## config.mk

```make
export PLATFORM = sky130hd
export DESIGN_NAME = mux4a1_rr_cond_flat
export DESIGN_NICKNAME = d
export VERILOG_FILES = /design/src/rtl/mux4a1_rr_cond_if.sv /design/src/rtl/mux4a1_rr_cond.sv /design/src/flat_wrapper.sv
export SDC_FILE = /design/constraint.sdc
export NUM_CORES = 1
export LEC_CHECK = 0
export CORE_MARGIN = 4
export CORE_UTILIZATION = 44
export CTS_CLUSTER_DIAMETER = 120
export DETAILED_ROUTE_END_ITERATION = 8
export HOLD_SLACK_MARGIN = 0.1
export PLACE_DENSITY = 0.8
export SLEW_MARGIN = 20
export SYNTH_ARGS = -nofsm -noshare
export SYNTH_HDL_FRONTEND = slang
export SYNTH_SLANG_ARGS = --single-unit
```

## constraint.sdc

```tcl
create_clock -name clk -period 2.2 [get_ports clk]
set_clock_uncertainty 0.2 [all_clocks]
set_input_delay 0.22 -clock clk [delete_from_list [all_inputs] [get_ports clk]]
set_output_delay 0.22 -clock clk [all_outputs]
set_load 0.02 [all_outputs]
```

## src/rtl/mux4a1_rr_cond_if.sv

```systemverilog
// Lane-side and stream-side signal bundle for the 4:1 round-robin recombiner.
// master: upstream lanes / stream consumer side; slave: the recombiner itself.
// Lane N: validN/data_inN in, readyN out; stream: valid_out/data_out/lane_out.
interface mux4a1_rr_cond_if #(
    parameter int BW = 8
);
    logic          valid0, valid1, valid2, valid3;
    logic [BW-1:0] data_in0, data_in1, data_in2, data_in3;
    logic          ready0, ready1, ready2, ready3;
    logic          valid_out;
    logic [BW-1:0] data_out;
    logic [1:0]    lane_out;

    modport master (
        output valid0, valid1, valid2, valid3,
        output data_in0, data_in1, data_in2, data_in3,
        input  ready0, ready1, ready2, ready3,
        input  valid_out, data_out, lane_out
    );

    modport slave (
        input  valid0, valid1, valid2, valid3,
        input  data_in0, data_in1, data_in2, data_in3,
        output ready0, ready1, ready2, ready3,
        output valid_out, data_out, lane_out
    );
endinterface

```

## src/rtl/mux4a1_rr_cond.sv

```systemverilog
// Recombines four lanes into one stream, draining lanes strictly in order 0,1,2,3.
// Latency: word accepted at edge k is on data_out after edge k+1 at the earliest.
// Backpressure: readyN drops while lane N holds an undrained word and is not the current turn.
// Ports: clk, reset_L (async active-low), bus (slave modport): lane valid/data in, lane ready out,
//        valid_out/data_out/lane_out registered stream out.
module mux4a1_rr_cond #(
    parameter int BW = 8
) (
    input  logic            clk,
    input  logic            reset_L,
    mux4a1_rr_cond_if.slave bus
);
    logic [3:0]         vld;
    logic [3:0][BW-1:0] din;
    logic [3:0]         rdy;
    logic [3:0]         acc;
    logic               drain;

    logic [3:0]         full_q, full_d;
    logic [3:0][BW-1:0] hold_q, hold_d;
    logic [1:0]         sel_q, sel_d;
    logic               vout_q, vout_d;
    logic [BW-1:0]      dout_q, dout_d;
    logic [1:0]         lane_q, lane_d;

    assign vld = {bus.valid3, bus.valid2, bus.valid1, bus.valid0};
    assign din = {bus.data_in3, bus.data_in2, bus.data_in1, bus.data_in0};

    // The lane currently being drained may always accept: its holding register
    // empties on the same edge if it is full, so a refill never overwrites a live word.
    always_comb begin
        rdy = '0;
        for (int n = 0; n < 4; n++) begin
            rdy[n] = !full_q[n] || (sel_q == 2'(n));
        end
    end

    assign acc   = vld & rdy;
    assign drain = full_q[sel_q];

    always_comb begin
        full_d = full_q;
        hold_d = hold_q;
        sel_d  = sel_q;
        vout_d = 1'b0;
        dout_d = dout_q;
        lane_d = lane_q;

        if (drain) begin
            vout_d        = 1'b1;
            dout_d        = hold_q[sel_q];
            lane_d        = sel_q;
            full_d[sel_q] = 1'b0;
            sel_d         = sel_q + 2'd1;
        end

        // Accept after drain so a same-edge refill of the drained lane keeps it full.
        for (int n = 0; n < 4; n++) begin
            if (acc[n]) begin
                full_d[n] = 1'b1;
                hold_d[n] = din[n];
            end
        end
    end

    always_ff @(posedge clk or negedge reset_L) begin
        if (!reset_L) begin
            full_q <= '0;
            hold_q <= '0;
            sel_q  <= '0;
            vout_q <= 1'b0;
            dout_q <= '0;
            lane_q <= '0;
        end else begin
            full_q <= full_d;
            hold_q <= hold_d;
            sel_q  <= sel_d;
            vout_q <= vout_d;
            dout_q <= dout_d;
            lane_q <= lane_d;
        end
    end

    assign bus.ready0    = rdy[0];
    assign bus.ready1    = rdy[1];
    assign bus.ready2    = rdy[2];
    assign bus.ready3    = rdy[3];
    assign bus.valid_out = vout_q;
    assign bus.data_out  = dout_q;
    assign bus.lane_out  = lane_q;
endmodule

```

## src/flat_wrapper.sv

```systemverilog
// flat-port wrapper written by rule: the top's interface ports become plain ports
module mux4a1_rr_cond_flat 
#(
    parameter int BW = 8
)
  (clk, reset_L, bus_valid0, bus_valid1, bus_valid2, bus_valid3, bus_data_in0, bus_data_in1, bus_data_in2, bus_data_in3, bus_ready0, bus_ready1, bus_ready2, bus_ready3, bus_valid_out, bus_data_out, bus_lane_out);
  mux4a1_rr_cond_if #(.BW(BW)) bus_i ();
  input  logic clk;
  input  logic reset_L;
  input wire logic [$bits(bus_i.valid0)-1:0] bus_valid0;
  input wire logic [$bits(bus_i.valid1)-1:0] bus_valid1;
  input wire logic [$bits(bus_i.valid2)-1:0] bus_valid2;
  input wire logic [$bits(bus_i.valid3)-1:0] bus_valid3;
  input wire logic [$bits(bus_i.data_in0)-1:0] bus_data_in0;
  input wire logic [$bits(bus_i.data_in1)-1:0] bus_data_in1;
  input wire logic [$bits(bus_i.data_in2)-1:0] bus_data_in2;
  input wire logic [$bits(bus_i.data_in3)-1:0] bus_data_in3;
  output wire logic [$bits(bus_i.ready0)-1:0] bus_ready0;
  output wire logic [$bits(bus_i.ready1)-1:0] bus_ready1;
  output wire logic [$bits(bus_i.ready2)-1:0] bus_ready2;
  output wire logic [$bits(bus_i.ready3)-1:0] bus_ready3;
  output wire logic [$bits(bus_i.valid_out)-1:0] bus_valid_out;
  output wire logic [$bits(bus_i.data_out)-1:0] bus_data_out;
  output wire logic [$bits(bus_i.lane_out)-1:0] bus_lane_out;
  assign bus_i.valid0 = bus_valid0;
  assign bus_i.valid1 = bus_valid1;
  assign bus_i.valid2 = bus_valid2;
  assign bus_i.valid3 = bus_valid3;
  assign bus_i.data_in0 = bus_data_in0;
  assign bus_i.data_in1 = bus_data_in1;
  assign bus_i.data_in2 = bus_data_in2;
  assign bus_i.data_in3 = bus_data_in3;
  assign bus_ready0 = bus_i.ready0;
  assign bus_ready1 = bus_i.ready1;
  assign bus_ready2 = bus_i.ready2;
  assign bus_ready3 = bus_i.ready3;
  assign bus_valid_out = bus_i.valid_out;
  assign bus_data_out = bus_i.data_out;
  assign bus_lane_out = bus_i.lane_out;
  mux4a1_rr_cond #(.BW(BW)) u_core (.clk(clk), .reset_L(reset_L), .bus(bus_i));
endmodule
```

Run 1, floorplan with the power grid:
Scale: 4 px per um. Pins as bars on the die edge.
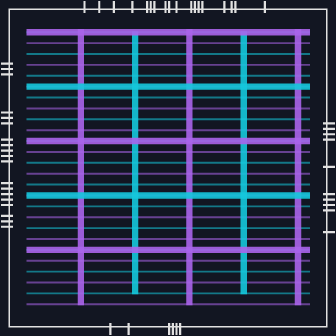
- purple: VSS
- cyan: VDD
- met4 straps: 5
- rows: 25
Die Wd: 79.01 um
Die Height: 79.01 um

Run 1, clock network drawn from the DEF:
Scale: 3 px per um.
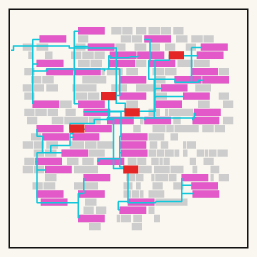
- magenta: flip-flops (count 49)
- cyan: clock wires (length 558 um)
- red: clock-net drivers (count 5)
- routed clock nets: 6
clk pwr: 654 uW
clk_lat worst skew: 0.30 ns

Run 1, clock routing:
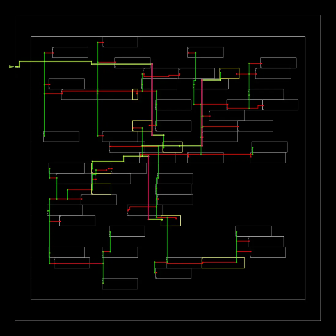
CTS Buf Count: 5
Seq cells: 49
Sink Count: 49
# clk buffers: 7

Run 1, gate families picked out:
Scale: 3 px per um.
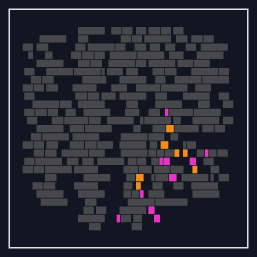
- magenta: nand cells (cells 10)
- orange: aoi and oai cells (cells 7)
Top cell excl fill/tap: dfrtp_1
logic share of the area: 31.78%
Layout Cells excl Fill: 271

==> results_dict.tcl, run 1 <==
# place-and-route summary
set metrics [dict create \
    status "complete, no violations" \
    hold_end "u_core.hold_q[4]" \
    wirelength_um 4739 \
    cp_max_fo 7 \
    adder_share_pct 2.256 \
    p_comb_share_pct 49.7 \
    top_area_share_pct 55.27 \
    drive_gt1_share_pct 33.33 \
    period_needed_ns 2.081 \
    met3_length_um 208 \
    cts_setup_buffers 0 \
    post-place-ws_ns 0.1621 \
    rrSetupSlack_ns 0.13 \
    synth-simple-area-share_pct 3.102 \
    hold_depth 1 \
    fmax_mhz 480.6 \
    cp-start-kind "flop" \
    antenna_found_initial 0 \
    ioPinCount 53 \
    crit_end "bus_ready3" \
    top_cells_by_count "dfrtp_1, mux2_2, mux2_4" \
    root_buffer "clkbuf_8" \
    p_seq_uw 1670 \
    power_uw 4616 \
    postCtsResizedCells 4 \
    worst_pin_slew_ns 0.6145 \
    ys_warn_count 0 \
    cts_tree "built" \
    holdWs_ns 0.3065 \
    seqCellArea_mm2 0.001226 \
    chip_area_mm2 0.006242 \
    synth-edff-count 0 \
    n_all_buffers 60 \
    nNetsFinal 245 \
    grt_use_met2_pct 28.96 \
    yosys_cells 141 \
    seqPwrFrac_pct 36.1 \
    top_cell "dfrtp_1" \
    internal-power_uw 3101 \
    synth_flops 49 \
    nWellTaps 67 \
    largest_cell_class "flip-flops and latches" \
    overflow 0 \
    first_global_vias 1553 \
]
## Run 2: what changed since run 1
--- a/config.mk
+++ b/config.mk
@@ -5,7 +5,6 @@
 export SDC_FILE = /design/constraint.sdc
 export NUM_CORES = 1
 export LEC_CHECK = 0
-export CORE_MARGIN = 4
 export CORE_UTILIZATION = 44
 export CTS_CLUSTER_DIAMETER = 120
 export DETAILED_ROUTE_END_ITERATION = 8
Run 2, signal wires by layer:
Scale: 6 px per um.
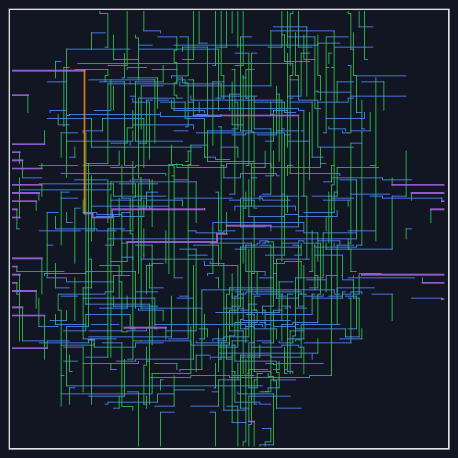
- green: M2 (wire length 2420 um)
- purple: M3 (wire length 173 um)
- orange: M4 (wire length 23.8 um)
- blue: M1 (wire length 2040 um)
GRT Total Usage: 19.43%
routed len/inst: 17.17 um

==> results_dict.tcl, run 2 <==
# place-and-route summary
set metrics [dict create \
    post-place-ws_ns 0.1314 \
    clkbuf_count 5 \
    cts_tree "built" \
    p_clk_uw 746 \
    top_cells_by_count "dfrtp_1, mux2_2, mux2_4" \
    seqPwrFrac_pct 35.7 \
    yosys_cells 141 \
    rrSetupSlack_ns 0.20 \
    n_all_buffers 60 \
    cp-start-kind "flop" \
    top_area_share_pct 55.27 \
    nNetsFinal 245 \
    clock.latency.late_pin_ns 0.30 \
    cts_setup_buffers 0 \
    layout_top_cell "clkdlybuf4s50_1" \
    cts_made_buffers 5 \
    nWellTaps 67 \
    grt_use_met2_pct 32.82 \
    chip_area_mm2 0.005330 \
    postCtsResizedCells 4 \
    internal-power_uw 3190 \
    overflow 0 \
    synth_flops 49 \
    drive_gt1_share_pct 34.80 \
    cts.sinks 49 \
    root_buffer "clkbuf_8" \
    wirelength_um 4653 \
    ys_warn_count 0 \
    p_seq_uw 1680 \
    die_height_um 73.01 \
    ioPinCount 53 \
    met3_length_um 173 \
    final_cells 271 \
    synth-simple-area-share_pct 3.102 \
    cp_max_fo 9 \
    netlist_area_mm2 0.002218 \
    largest_cell_class "flip-flops and latches" \
    first_global_vias 1533 \
    design.seq.count 49 \
    synth-edff-count 0 \
    holdWs_ns 0.1718 \
    power_uw 4706 \
    die_width_um 73.01 \
    adder_share_pct 2.256 \
    period_needed_ns 2.126 \
    antenna_found_initial 0 \
    comb_area_share_pct 31.51 \
    p_comb_share_pct 48.4 \
    status "complete, no violations" \
]
## Run 3: what changed since run 2
--- a/config.mk
+++ b/config.mk
@@ -5,6 +5,7 @@
 export SDC_FILE = /design/constraint.sdc
 export NUM_CORES = 1
 export LEC_CHECK = 0
+export CORE_MARGIN = 8
 export CORE_UTILIZATION = 44
 export CTS_CLUSTER_DIAMETER = 120
 export DETAILED_ROUTE_END_ITERATION = 8
Run 3, signal wires by layer:
Scale: 6 px per um.
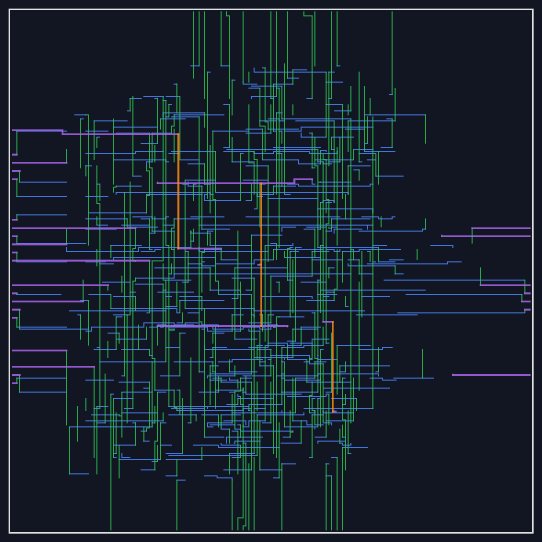
- blue: M1 (wire length 1950 um)
- orange: M4 (wire length 57.8 um)
- green: M2 (wire length 2460 um)
- purple: M3 (wire length 254 um)
GRT Total Usage: 13.86%
routed len/inst: 17.22 um

==> results_dict.tcl, run 3 <==
# place-and-route summary
set metrics [dict create \
    seqCellArea_mm2 0.001227 \
    hold_end "u_core.hold_q[23]" \
    largest_cell_class "flip-flops and latches" \
    adder_share_pct 2.256 \
    cts_tree "built" \
    top_cells_by_count "dfrtp_1, mux2_2, mux2_4" \
    drive_gt1_share_pct 34.31 \
    cp-start-kind "flop" \
    p_clk_uw 577 \
    nWellTaps 70 \
    clock.latency.late_pin_ns 0.30 \
    yosys_cells 141 \
    n_all_buffers 60 \
    top_area_share_pct 55.27 \
    chip_area_mm2 0.007570 \
    synth_chip_area_mm2 0.002218 \
    first_global_vias 1575 \
    arrival_ns 1.70 \
    worst_pin_slew_ns 0.6118 \
    setup_ws_ns 0.07979 \
    seqPwrFrac_pct 37.0 \
    power_uw 4503 \
    grt_max_degree 50 \
    via_per_inst 5.069 \
    dr.max_layer_used "met4" \
    root_buffer "clkbuf_8" \
    rsz0062_at_grt "false" \
    comb_area_share_pct 31.87 \
    holdWs_ns 0.3097 \
    ys_warn_count 0 \
    firstDrtPassIters 4 \
    cap_violations 0 \
    grt_use_met2_pct 23.53 \
    p_seq_uw 1670 \
    p_comb_share_pct 50.2 \
    met3_length_um 253 \
    diodes 0 \
    placed_cell_area_mm2 0.002835 \
    synth-edff-count 0 \
    overflow 0 \
    cts_made_buffers 5 \
    synth-xor-area-share_pct 0 \
    largest_reg_flops 32 \
    regMostFlops "u_core.hold_q" \
    period_needed_ns 2.120 \
    cts.sinks 49 \
    cp_max_fo 8 \
    flop_cell "dfrtp_1" \
    nNetsFinal 245 \
    comb_power_uw 2260 \
    synth_cells 141 \
    netlist_area_mm2 0.002218 \
    internal-power_uw 3020 \
    synth-simple-area-share_pct 3.102 \
    design.seq.count 49 \
    cts_setup_buffers 0 \
    final_cells 274 \
    crit_start "u_core.sel_q[1]" \
    fmax_mhz 471.7 \
    mux_share_pct 32.54 \
    wirelength_um 4717 \
    crit_end "bus_ready3" \
    top_cell "dfrtp_1" \
    die_height_um 87.01 \
    synth_flops 49 \
    rrSetupSlack_ns 0.16 \
    antenna_found_initial 0 \
    post-place-ws_ns 0.1498 \
    swShare_pct 32.93 \
    status "complete, no violations" \
    hold_depth 1 \
    power_density_mw_per_mm2 1529 \
    ioPinCount 53 \
    dr_total_vias 1389 \
    postCtsResizedCells 4 \
    die_width_um 87.01 \
    clkbuf_count 7 \
]
Power figures rest on the tool's default switching activity, not on a simulated workload.
